<file path="src/rtl/sad_min_search.sv">
// -----------------------------------------------------------------------------
// sad_min_search
//   Finds the minimum full-block SAD (and its candidate index) over a search of
//   NUM_BATCHES batches, each delivering PIXELS_IN_BATCH candidates as EDGE_LEN
//   column PSADs apiece. Three-stage datapath:
//     stage 1: per-candidate SAD = sum of its column PSADs
//     stage 2: batch minimum across lanes (lowest lane wins ties)
//     stage 3: running best (first batch loads, later ones replace on strict <)
//   done_o pulses 3 cycles after the last batch is accepted.
//
// Ports
//   clk_i              : clock, rising edge
//   rst_n_i            : asynchronous active-low reset
//   start_i            : begin a new search (honoured in IDLE or DONE)
//   psad_valid_i       : psad_addend_batch holds a batch this cycle
//   psad_addend_batch  : candidate k, column c at [(k*EDGE_LEN+c)*PSAD_BIT_WIDTH +: PSAD_BIT_WIDTH]
//   busy_o             : search in progress (ACC or DRAIN)
//   done_o             : one-cycle pulse, result is final
//   best_sad_o         : minimum SAD found
//   best_idx_o         : candidate index of the minimum
// -----------------------------------------------------------------------------
module sad_min_search #(
    parameter int PIXELS_IN_BATCH = 16,
    parameter int EDGE_LEN        = 8,
    parameter int PSAD_BIT_WIDTH  = 11,
    parameter int SAD_BIT_WIDTH   = 14,
    parameter int NUM_BATCHES     = 16,
    localparam int IDX_W          = $clog2(NUM_BATCHES * PIXELS_IN_BATCH)
) (
    input  logic                                                clk_i,
    input  logic                                                rst_n_i,
    input  logic                                                start_i,
    input  logic                                                psad_valid_i,
    input  logic [PSAD_BIT_WIDTH*EDGE_LEN*PIXELS_IN_BATCH-1:0]  psad_addend_batch,
    output logic                                                busy_o,
    output logic                                                done_o,
    output logic [SAD_BIT_WIDTH-1:0]                            best_sad_o,
    output logic [IDX_W-1:0]                                    best_idx_o
);

    localparam int CNT_W  = (NUM_BATCHES > 1) ? $clog2(NUM_BATCHES) : 1;
    localparam int LANE_W = (PIXELS_IN_BATCH > 1) ? $clog2(PIXELS_IN_BATCH) : 1;
    localparam int CAND_W = PSAD_BIT_WIDTH * EDGE_LEN;

    typedef enum logic [1:0] {
        S_IDLE  = 2'd0,
        S_ACC   = 2'd1,
        S_DRAIN = 2'd2,
        S_DONE  = 2'd3
    } state_t;

    // Unsigned sum of one candidate's column PSADs; the widest possible sum
    // fits SAD_BIT_WIDTH, so no saturation is needed.
    function automatic logic [SAD_BIT_WIDTH-1:0] cand_sad(input logic [CAND_W-1:0] cols);
        logic [SAD_BIT_WIDTH-1:0] acc;
        acc = '0;
        for (int c = 0; c < EDGE_LEN; c++) begin
            acc = acc + SAD_BIT_WIDTH'(cols[c*PSAD_BIT_WIDTH +: PSAD_BIT_WIDTH]);
        end
        return acc;
    endfunction

    state_t                   r_state;
    state_t                   w_state_nxt;
    logic                     w_busy;
    logic                     w_done;
    logic [CNT_W-1:0]         r_bcnt;
    logic                     w_accept;
    logic                     w_start_go;
    logic                     w_last_batch;

    logic [SAD_BIT_WIDTH-1:0] r_sad_p1 [PIXELS_IN_BATCH];
    logic [CNT_W-1:0]         r_bcnt_p1;
    logic                     r_first_p1;
    logic                     r_vld_p1;

    logic [SAD_BIT_WIDTH-1:0] w_min_sad;
    logic [LANE_W-1:0]        w_min_lane;
    logic [IDX_W-1:0]         w_min_idx;

    logic [SAD_BIT_WIDTH-1:0] r_sad_p2;
    logic [IDX_W-1:0]         r_idx_p2;
    logic                     r_first_p2;
    logic                     r_vld_p2;

    logic [SAD_BIT_WIDTH-1:0] r_best_sad;
    logic [IDX_W-1:0]         r_best_idx;

    assign w_accept     = (r_state == S_ACC) && psad_valid_i;
    assign w_start_go   = start_i && ((r_state == S_IDLE) || (r_state == S_DONE));
    assign w_last_batch = (r_bcnt == CNT_W'(NUM_BATCHES - 1));

    // ---------------- control FSM ----------------
    always_ff @(posedge clk_i or negedge rst_n_i) begin
        if (!rst_n_i) begin
            r_state <= S_IDLE;
        end else begin
            r_state <= w_state_nxt;
        end
    end

    always_comb begin
        w_state_nxt = r_state;
        w_busy      = 1'b0;
        w_done      = 1'b0;
        case (r_state)
            S_IDLE: begin
                if (start_i) w_state_nxt = S_ACC;
            end
            S_ACC: begin
                w_busy = 1'b1;
                if (w_accept && w_last_batch) w_state_nxt = S_DRAIN;
            end
            S_DRAIN: begin
                w_busy = 1'b1;
                // Once stage 1 is empty, the only remaining work is the
                // stage-3 update happening on this edge.
                if (!r_vld_p1) w_state_nxt = S_DONE;
            end
            S_DONE: begin
                w_done      = 1'b1;
                w_state_nxt = start_i ? S_ACC : S_IDLE;
            end
            default: w_state_nxt = S_IDLE;
        endcase
    end

    assign busy_o = w_busy;
    assign done_o = w_done;

    // Batch counter saturates at the last batch; the FSM leaves ACC there.
    always_ff @(posedge clk_i or negedge rst_n_i) begin
        if (!rst_n_i) begin
            r_bcnt <= '0;
        end else if (w_start_go) begin
            r_bcnt <= '0;
        end else if (w_accept && !w_last_batch) begin
            r_bcnt <= r_bcnt + 1'b1;
        end
    end

    // ---------------- stage 1: candidate SADs ----------------
    always_ff @(posedge clk_i or negedge rst_n_i) begin
        if (!rst_n_i) begin
            for (int k = 0; k < PIXELS_IN_BATCH; k++) r_sad_p1[k] <= '0;
            r_bcnt_p1  <= '0;
            r_first_p1 <= 1'b0;
            r_vld_p1   <= 1'b0;
        end else begin
            r_vld_p1 <= w_accept;
            if (w_accept) begin
                for (int k = 0; k < PIXELS_IN_BATCH; k++) begin
                    r_sad_p1[k] <= cand_sad(psad_addend_batch[k*CAND_W +: CAND_W]);
                end
                r_bcnt_p1  <= r_bcnt;
                r_first_p1 <= (r_bcnt == '0);
            end
        end
    end

    // ---------------- stage 2: batch minimum ----------------
    always_comb begin
        w_min_sad  = r_sad_p1[0];
        w_min_lane = '0;
        for (int k = 1; k < PIXELS_IN_BATCH; k++) begin
            // Strict compare keeps the lowest lane on ties.
            if (r_sad_p1[k] < w_min_sad) begin
                w_min_sad  = r_sad_p1[k];
                w_min_lane = LANE_W'(k);
            end
        end
        w_min_idx = IDX_W'(r_bcnt_p1) * IDX_W'(PIXELS_IN_BATCH) + IDX_W'(w_min_lane);
    end

    always_ff @(posedge clk_i or negedge rst_n_i) begin
        if (!rst_n_i) begin
            r_sad_p2   <= '0;
            r_idx_p2   <= '0;
            r_first_p2 <= 1'b0;
            r_vld_p2   <= 1'b0;
        end else begin
            r_vld_p2 <= r_vld_p1;
            if (r_vld_p1) begin
                r_sad_p2   <= w_min_sad;
                r_idx_p2   <= w_min_idx;
                r_first_p2 <= r_first_p1;
            end
        end
    end

    // ---------------- stage 3: running best ----------------
    always_ff @(posedge clk_i or negedge rst_n_i) begin
        if (!rst_n_i) begin
            r_best_sad <= '0;
            r_best_idx <= '0;
        end else if (r_vld_p2 && (r_first_p2 || (r_sad_p2 < r_best_sad))) begin
            r_best_sad <= r_sad_p2;
            r_best_idx <= r_idx_p2;
        end
    end

    assign best_sad_o = r_best_sad;
    assign best_idx_o = r_best_idx;

endmodule

</file>
<file path="config.mk">
export PLATFORM = sky130hd
export DESIGN_NAME = sad_min_search
export DESIGN_NICKNAME = d
export VERILOG_FILES = /design/src/rtl/sad_min_search.sv
export SDC_FILE = /design/constraint.sdc
export NUM_CORES = 2
export LEC_CHECK = 0
export CAP_MARGIN = 20
export CORE_AREA = 4 4 559 561
export DETAILED_ROUTE_END_ITERATION = 7
export DIE_AREA = 0 0 563 565
export SYNTH_ARGS = -nofsm -noshare
export SYNTH_HDL_FRONTEND = slang
export SYNTH_SLANG_ARGS = --single-unit
</file>
<file path="constraint.sdc">
create_clock -name clk_i -period 31.3 [get_ports clk_i]
set_input_delay 4.695 -clock clk_i [delete_from_list [all_inputs] [get_ports clk_i]]
set_output_delay 4.695 -clock clk_i [all_outputs]
set_load 0.02 [all_outputs]
</file>
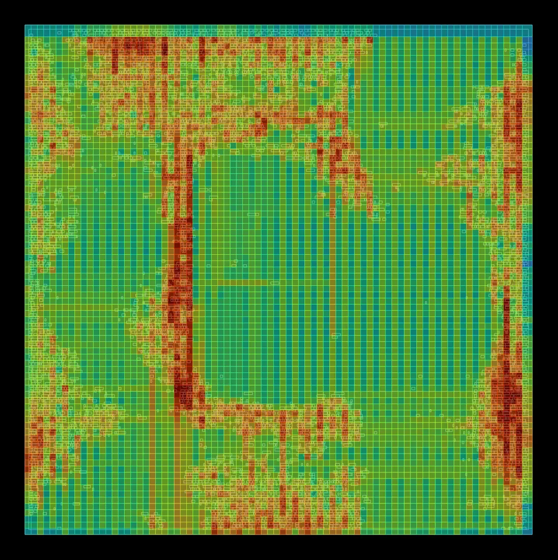
congestion_map.png
GRT busiest layer: met2
met3 capacity usage during global routing: 0.0308
routed length per placed instance: 21.8 µm
routing usage on met2: 0.255

==> impl.org <==
#+TITLE: Flow metrics

** Clock network
- The longest clock path from root to sink contains 3 buffers.
- TritonCTS reports the number of clock sinks as 282.
- The report lists the number of cells resized after CTS as 9.
- Buffers added to address setup during post-CTS repair amount to 3.
- For the worst-skew pair, the clock arrives at the later sink with an insertion delay of 0.63 ns.
- Clock tree synthesis inserted a total of 45 buffers.
- The registers of the reported paths see a clock transition of 0.06 ns.
- The post-CTS hold buffer count recorded in the log is 0.

** Cells and area
- The finished design was reported to have a net count of 9845.
- The layout report lists the multi-input gate area as 38800 µm².
- Per the layout area report, the register area comes to 7060 µm².
- In this run the layout overhead on the synthesized area is reported as 44.0%.
- Fillcell total :: 33553
- The register with the most flip-flops in the layout has 224 of them.

** GRT
- GRT Overall Usage :: 0.149
- GRT Residual Overflow :: 0
- The number of global-route vias before repair came to 46228.
- Routing resource usage on met1 recorded by global route was 0.186.

** Hold path
- Looking at the hold checks, the worst path lands on r_bcnt_p1[3].
- In this run the worst hold path is classified as reg -> reg.
- In this run the most critical hold path is launched from r_bcnt_p1[3].

** Logic synthesis
- Fraction of the yosys area taken by sequential cells :: 0.137
- Main flop type after synthesis :: dfrtp_1
- Most numerous cell types in the synthesized netlist :: 1601 x inv_1, 1040 x fa_1, 403 x ha_1
- Post-synthesis area per instance :: 9.42 µm²
- The post-synth count of flops with an enable pin is 0.
- For reference, the mux area share after synthesis is 0.0178.
- Async SR Flop Fraction :: 1.00
- Post-Synthesis Cells :: 5478
- Adder-cell share of the synthesized area :: 0.502
- Top-count cell post-synth :: inv_1
- Largest area contributor in the synthesized netlist :: fa_1
- After synthesis, the cell types taking the most area are fa_1 40%, dfrtp_1 14%, inv_1 12%.
- Once synthesis finished, the tally of register bits stood at 282.
- Counting every net in the synthesized netlist gives 8333.
- In this run, the synthesized area fraction spent on and/or/nand/nor cells is recorded as 0.0723.

** Final timing
- The clock period could shrink to 29.83 ns.
- Fraction of the cycle the final worst path needs :: 0.953
- Fin Hold WS :: 0.481 ns
- Fmax :: 33.5 MHz
- For reference, the final report shows the hold violation count at 0.
- Setup TNS after final layout :: 0 ns
- Transition time at the pin with the least slew margin :: 1.07 ns

** Setup path
- Max FO, Critical Path :: 13
- Terminus of the critical flop-to-flop path :: r_sad_p2[12]
- The timing report gives the biggest stage delay along the critical path as 0.53 ns.
- Among the stages of the critical path, the cell type that occurs most often is ha_1.
- Crit path DAT :: 30.29 ns
- The worst setup path is captured at a register.
- Across all register-to-register paths, the minimum setup slack is 1.47 ns.
- Data required, critical path :: 31.76 ns

** Die
- Floorplan die width :: 563 µm
- IO Count :: 1436
- Num rows :: 204
- According to the floorplan report, the die height is 565 µm.
- In this run the standard cell core region covers 308000 µm².

** Place
- Prior to clock tree synthesis, the placed netlist has a worst setup slack of -1.12 ns.
- Detailed placement ended at an HPWL of 224 mm.
- Per the gpl log, the routability congestion estimate is 0.940.
- Summing all placed instances gives a cell area of 71300 µm².

** Routing
- Detailed routing placed a total of 117 mm of wire on met2.
- The DRC violation total left in the routed layout is recorded as 0.
- In the per-layer summary, the met1 wirelength comes to 102 mm.
- DR top layer :: met5

** Job
- Maximum Capacitance Violations :: 0

** Run status
- The flow ran to the end, and the final reports show no timing, DRC or antenna violations.
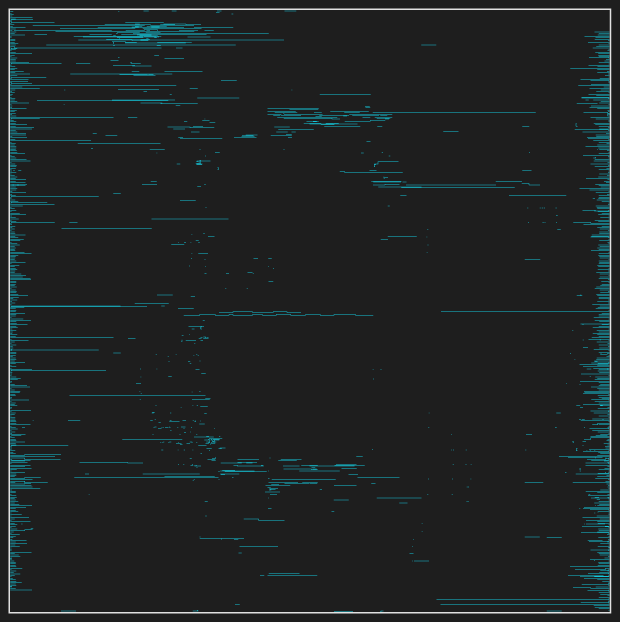
m3.png
The longest straight run is 178 µm. 1120 nets have wire on it. The layer holds 6.6% of the routed length. The layer carries 16100 µm of wire. The wires run mostly horizontal.
routed vias: 42944
wire length after detailed routing: 244 mm

-- layout by cell type (no fill, tap or decap), types with 10 or more instances in the layout --
cell type and instances:
nand3_1 39, a211oi_1 15, a21o_1 105, and2_1 19
nand2_1 390, a21oi_1 222, buf_6 10, fa_1 1040
mux2i_1 27, nand4_1 20, diode_2 46, o221ai_1 12
dfrtp_1 281, buf_4 109, a31oi_1 13, o21ai_0 311
o21bai_1 65, a21oi_2 33, and3_1 15, xor2_1 46
o21ai_1 28, nor2_1 164, mux2_2 39, o2111ai_1 18
nor3_1 22, xnor2_1 103, o211ai_1 19, inv_1 1598
clkbuf_16 50, ha_1 397, clkdlybuf4s50_1 1433, nand2b_1 32
nor2b_1 45
-- worst max path at each step --
stage	start	endpoint	slack, ns	cells past startpoint
floorplan	r_sad_p1[209]	r_sad_p2[10]	0.04	165
global placement	r_sad_p1[207]	r_idx_p2[2]	-0.53	150
detailed placement	r_sad_p1[207]	r_idx_p2[2]	-1.12	152
CTS	r_sad_p1[207]	r_sad_p2[12]	0.002	154
global route	r_sad_p1[207]	r_sad_p2[7]	-0.20	162
finish	r_sad_p1[219]	r_sad_p2[12]	1.47	158
-- cell type report --
type                            count  area share
Antenna cell                       46     0.00155
Clock buffer                       58      0.0170
Clock inverter                     24     0.00359
Inverter                         1601      0.0810
Multi-Input combinational cell   3490       0.522
Sequential cell                   282      0.0950
Tap cell                         4120      0.0694
Timing Repair Buffer             1570       0.210
-- logic make-up (layout without fill, tap and decap cells) --
kind of cell / Yosys count / after routing
AOI/OAI and AO/OA: 985 / 985
xor gates and xnor gates: 150 / 150
adders and majority gates: 1446 / 1446
buffers and inverters: 1709 / 3253
DFF: 282 / 282
muxes: 84 / 84
other: 0 / 46
and+or+nand+nor: 822 / 825
